===== src/rtl/vga_pkg.sv =====
// Shared constants and types for the 640x480 framebuffer display path.
//   H_ACTIVE/H_TOTAL/V_ACTIVE/V_TOTAL : 640x480@60 timing dimensions
//   FB_PIXELS                         : pixels in one buffer
//   PIPE_LAT                          : cycles from hs/vs sample to pix_out
//   swap_state_t                      : double-buffer swap FSM states
package vga_pkg;
    localparam int H_ACTIVE  = 640;
    localparam int H_TOTAL   = 800;
    localparam int V_ACTIVE  = 480;
    localparam int V_TOTAL   = 525;
    localparam int FB_PIXELS = 307200;
    localparam int PIPE_LAT  = 3;

    typedef enum logic {RUN, PENDING} swap_state_t;
endpackage


===== src/rtl/sync_delay_line.sv =====
// Fixed-depth shift register used to align control/sync bits with the
// pixel pipeline.
//   clk_25 : clock
//   rst    : synchronous active-high reset, loads RST_VAL into every stage
//   din    : WIDTH-bit input
//   dout   : din delayed by DEPTH cycles
module sync_delay_line #(
    parameter int               WIDTH   = 1,
    parameter int               DEPTH   = 3,
    parameter logic [WIDTH-1:0] RST_VAL = '0
) (
    input  logic             clk_25,
    input  logic             rst,
    input  logic [WIDTH-1:0] din,
    output logic [WIDTH-1:0] dout
);
    logic [WIDTH-1:0] stage_q [DEPTH];

    always_ff @(posedge clk_25) begin
        if (rst) begin
            for (int i = 0; i < DEPTH; i++) stage_q[i] <= RST_VAL;
        end else begin
            stage_q[0] <= din;
            for (int i = 1; i < DEPTH; i++) stage_q[i] <= stage_q[i-1];
        end
    end

    assign dout = stage_q[DEPTH-1];
endmodule


===== src/rtl/fb_display_arbiter.sv =====
// Arbitrates one single-port synchronous framebuffer RAM between VGA
// scan-out (active region, always wins) and a frame writer (blanking only),
// and double-buffers the framebuffer with swaps at the start of vblank.
//   clk_25, rst                    : pixel clock, sync active-high reset
//   hs, vs                         : timing generator counters
//   vga_hsync_in, vga_vsync_in     : active-low syncs from timing generator
//   wr_valid/wr_ready/wr_addr/wr_data : writer handshake into back buffer
//   swap_req, swap_ack             : swap request level / applied pulse
//   mem_addr/mem_we/mem_wdata/mem_rdata : RAM port (MSB of addr = buffer)
//   pix_out, de, vga_hsync, vga_vsync : aligned display outputs
//   front_sel                      : buffer currently scanned out
module fb_display_arbiter #(
    parameter int H_ACTIVE = 640,
    parameter int V_ACTIVE = 480,
    parameter int ADDR_W   = 19,
    parameter int PIX_W    = 8
) (
    input  logic              clk_25,
    input  logic              rst,
    input  logic [9:0]        hs,
    input  logic [9:0]        vs,
    input  logic              vga_hsync_in,
    input  logic              vga_vsync_in,
    input  logic              wr_valid,
    output logic              wr_ready,
    input  logic [ADDR_W-1:0] wr_addr,
    input  logic [PIX_W-1:0]  wr_data,
    input  logic              swap_req,
    output logic              swap_ack,
    output logic [ADDR_W:0]   mem_addr,
    output logic              mem_we,
    output logic [PIX_W-1:0]  mem_wdata,
    input  logic [PIX_W-1:0]  mem_rdata,
    output logic [PIX_W-1:0]  pix_out,
    output logic              de,
    output logic              vga_hsync,
    output logic              vga_vsync,
    output logic              front_sel
);
    import vga_pkg::swap_state_t;
    import vga_pkg::RUN;
    import vga_pkg::PENDING;
    import vga_pkg::PIPE_LAT;

    localparam logic [9:0]      H_ACT_C  = 10'(H_ACTIVE);
    localparam logic [9:0]      V_ACT_C  = 10'(V_ACTIVE);
    localparam logic [ADDR_W:0] FB_LIMIT = (ADDR_W + 1)'(H_ACTIVE * V_ACTIVE);

    logic              active;
    logic              frame_start;
    logic              accept;
    logic              wr_in_range;
    logic              swap_fire;
    swap_state_t       state_q, state_d;
    logic [ADDR_W-1:0] rd_ptr_q;
    logic              vld_p1, vld_p2;
    logic [2:0]        dly_out;

    assign active      = (hs < H_ACT_C) && (vs < V_ACT_C);
    assign frame_start = (hs == 10'd0) && (vs == V_ACT_C);
    assign wr_ready    = ~active & (state_q == RUN) & ~rst;
    assign accept      = wr_valid & wr_ready;
    assign wr_in_range = {1'b0, wr_addr} < FB_LIMIT;
    assign swap_ack    = swap_fire & ~rst;

    // Swap FSM: the frame boundary is only examined once a request is pending,
    // so a request raised on the boundary cycle itself waits a whole frame.
    always_ff @(posedge clk_25) begin
        if (rst) begin
            state_q   <= RUN;
            front_sel <= 1'b0;
        end else begin
            state_q <= state_d;
            if (swap_fire) front_sel <= ~front_sel;
        end
    end

    always_comb begin
        state_d   = state_q;
        swap_fire = 1'b0;
        case (state_q)
            RUN:     if (swap_req) state_d = PENDING;
            PENDING: if (frame_start) begin
                state_d   = RUN;
                swap_fire = 1'b1;
            end
        endcase
    end

    // Linear read pointer: raster order makes y*H_ACTIVE+x a simple counter
    // that restarts anywhere in vertical blanking.
    always_ff @(posedge clk_25) begin
        if (rst || vs >= V_ACT_C) rd_ptr_q <= '0;
        else if (active)          rd_ptr_q <= rd_ptr_q + ADDR_W'(1);
    end

    // Stage p1: RAM command register. Out-of-range writes complete the
    // handshake but leave the port idle (address held, no write).
    always_ff @(posedge clk_25) begin
        if (rst) begin
            mem_addr  <= '0;
            mem_we    <= 1'b0;
            mem_wdata <= '0;
            vld_p1    <= 1'b0;
        end else begin
            vld_p1 <= active;
            mem_we <= 1'b0;
            if (active) begin
                mem_addr <= {front_sel, rd_ptr_q};
            end else if (accept && wr_in_range) begin
                mem_addr  <= {~front_sel, wr_addr};
                mem_wdata <= wr_data;
                mem_we    <= 1'b1;
            end
        end
    end

    // Stage p2: RAM read data in flight.
    always_ff @(posedge clk_25) begin
        if (rst) vld_p2 <= 1'b0;
        else     vld_p2 <= vld_p1;
    end

    // Stage p3: pixel register, blanked outside the active region.
    always_ff @(posedge clk_25) begin
        if (rst) pix_out <= '0;
        else     pix_out <= vld_p2 ? mem_rdata : '0;
    end

    sync_delay_line #(
        .WIDTH   (3),
        .DEPTH   (PIPE_LAT),
        .RST_VAL (3'b011)
    ) u_sync_dly (
        .clk_25 (clk_25),
        .rst    (rst),
        .din    ({active, vga_hsync_in, vga_vsync_in}),
        .dout   (dly_out)
    );

    assign de        = dly_out[2];
    assign vga_hsync = dly_out[1];
    assign vga_vsync = dly_out[0];
endmodule


===== config.mk =====
export PLATFORM = sky130hd
export DESIGN_NAME = fb_display_arbiter
export DESIGN_NICKNAME = d
export VERILOG_FILES = /design/src/rtl/vga_pkg.sv /design/src/rtl/sync_delay_line.sv /design/src/rtl/fb_display_arbiter.sv
export SDC_FILE = /design/constraint.sdc
export NUM_CORES = 1
export LEC_CHECK = 0
export ABC_AREA = 1
export CAP_MARGIN = 25
export CORE_UTILIZATION = 50
export CTS_CLUSTER_SIZE = 28
export DETAILED_ROUTE_END_ITERATION = 8
export DONT_BUFFER_PORTS = 1
export HOLD_SLACK_MARGIN = 0.06
export PLACE_DENSITY = 0.74
export SKIP_LAST_GASP = 1
export SYNTH_ARGS = -nofsm -noshare
export SYNTH_HDL_FRONTEND = slang
export SYNTH_SLANG_ARGS = --single-unit

===== constraint.sdc =====
create_clock -name clk_25 -period 1.6 [get_ports clk_25]
set_clock_uncertainty 0.05 [all_clocks]
set_input_delay 0.32 -clock clk_25 [delete_from_list [all_inputs] [get_ports clk_25]]
set_output_delay 0.32 -clock clk_25 [all_outputs]
set_load 0.03 [all_outputs]

Fig. 1: register map, names as in the netlist
Other sequential cells in the stronger gray, the rest of the logic in the fainter gray.
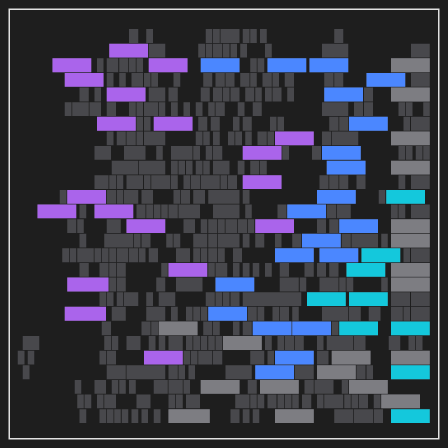
Cyan shows u_sync_dly.stage_q, flops 9. Blue shows mem_addr, flops 20. Purple shows rd_ptr_q, flops 19.

Fig. 2: port wiring
The bar under the picture is 20 µm long.
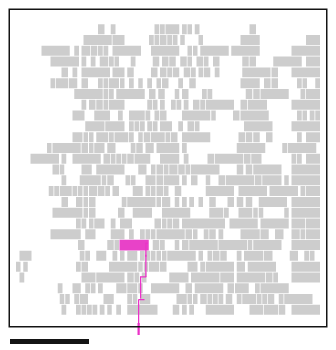
Magenta shows front_sel, bits 1, direction output, edge bottom, end cells 1, buffers 1, wire 23.8 µm.

==> notes.md <==
Status of the implementation.

- The number of antenna cells inserted is 0, for reference.
- The number of search-and-repair iterations in the first detailed-routing pass is 5, for reference.
- The worst supply voltage drop on vdd is 0.0006490 V, for reference.
- The number of setup buffers added after CTS is 1, for reference.
- The cell-mix breakdown from Yosys lists the XOR/XNOR area share as 0.02034.
- The average cell area after synthesis is 7.316 µm², for reference.
- The number of instances on the worst hold path is 2, for reference.
- The worst-case setup margin in the final layout is -0.05323 ns, for reference.
- The chip area is 0.006343 mm², for reference.
- The final routed DRC violation total is 0, for reference.
- The overall power consumption is 3.645 mW, for reference.
- In the final layout, the fill cell count is 492.
- Of the post-synthesis cell area, the part taken by muxes is 0.
- For reference, the final report shows the hold violation count at 0.
- The floorplan-stage core utilization is 0.5343, for reference.
- The OpenROAD warning count is 28, for reference.
- Counting I/O delays and the setup requirement, the final critical path takes 1.653 ns.
- The compound-gate portion of the synthesized area is 0.1162, for reference.
- The largest cell class by area is combinational gates.
- The final-layout clock-cell area share is 0.06162, for reference.
- The largest register by flop count is mem_addr, for reference.
- The multi-input combinational gate total is 280, for reference.
- For this design, Yosys synthesis ends with a cell count of 412.
- Data on the critical path arrives at its endpoint at 1.28 ns.
- Yosys attributes the largest share of cell area to dfxtp_1, nand2_1, nor2_1, inv_1, nand3_1.
- The number of core rows is 27, for reference.
- For this run, the final setup violation count is recorded as 2.
- Post-synthesis, Yosys gives the total cell area as 0.003014 mm².
- The worst setup path is captured at an output pin.
- The cell-mix breakdown from Yosys lists the simple-gate area share as 0.3059.
- The pin count of the biggest net entering global routing is 43, for reference.
- Switching power as a fraction of the total was reported as 0.2725.
- The number of distinct standard cells referenced by the synthesized netlist is 35, for reference.
- For this design the static power due to leakage is 1.400 nW.
- The final standard cell count with taps included and fillers excluded is 512, for reference.
- The worst-margin pin slew is 0.7764 ns, for reference.
- The run finished, with violations left.
- The flip-flop count of the largest register after layout is 20, for reference.
- The clock passes through at most 2 buffers.
- The clock net in this run drives a total of 67 sinks.
- After global routing the overflow that remains totals 0.
- The post-synthesis sequential area ratio is 0.4450, for reference.
- The post-synthesis to final-layout area growth is 14.53%, for reference.
- The count of input and output buffers is 0, for reference.
- The checks that failed: negative setup slack.
- The logic depth of the worst register-to-register path is 5, for reference.
- Per the synthesis report, the adder-cell share of the synthesized area is 0.004151.
- The initial antenna violation count is 0.
- The worst max-slew margin expressed relative to the limit is 0.4807, for reference.
Fig. 3: routing congestion map
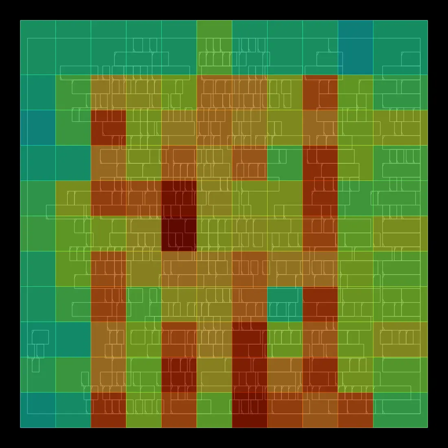
gr usage total: 0.2427
met2 Usage GRT: 0.3991

Fig. 4: the metal 1 layer
Supply wires on this layer in gray.
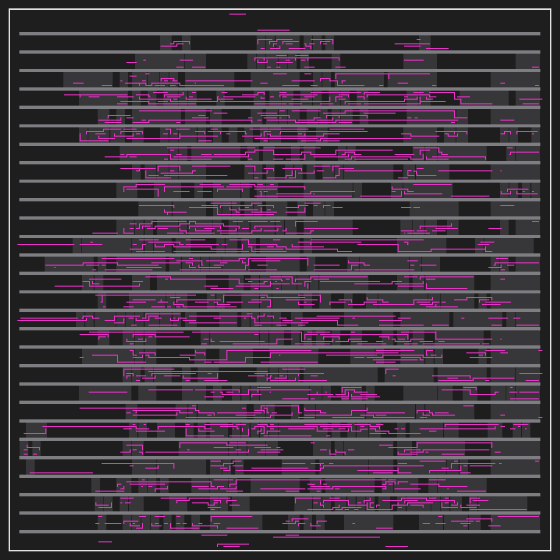
451 nets have wire on it. The layer holds 43% of the routed length. The layer carries 3130 µm of wire. The longest straight run is 22.1 µm. The wires run mostly horizontal.
overall routed net length: 7.276 mm
met1 Use GR: 0.2918
vias after detailed routing: 2684

-- through the flow --
step	worst slack [ns]	area, µm²
floorplan	0.1368	3014
global placement	0.08072	3053
detailed placement	0.02057	3053
CTS	-0.03907	3445
global route	-0.1526	3452
finish	-0.05323	3452
-- metal layers --
layer  routed length (µm)  track usage  up-vias
met2                 3489       0.3991      103
met1                 3132       0.2918     1217
li1                     -            -     1347
met5                    0            0        -
met4                  150       0.1036        0
met3                  505      0.07200       17
-- power groups by stage --
stage               registers [mW]  clock network [mW]  logic (mW)
floorplan                     1.88                   0       0.239
global placement              1.90                   0       0.254
detailed placement            1.90                   0       0.261
CTS                           1.86                1.50       0.303
global route                  1.87                1.58       0.339
finish                        1.86                1.48       0.306
Power is estimated from default activity; no workload was simulated.
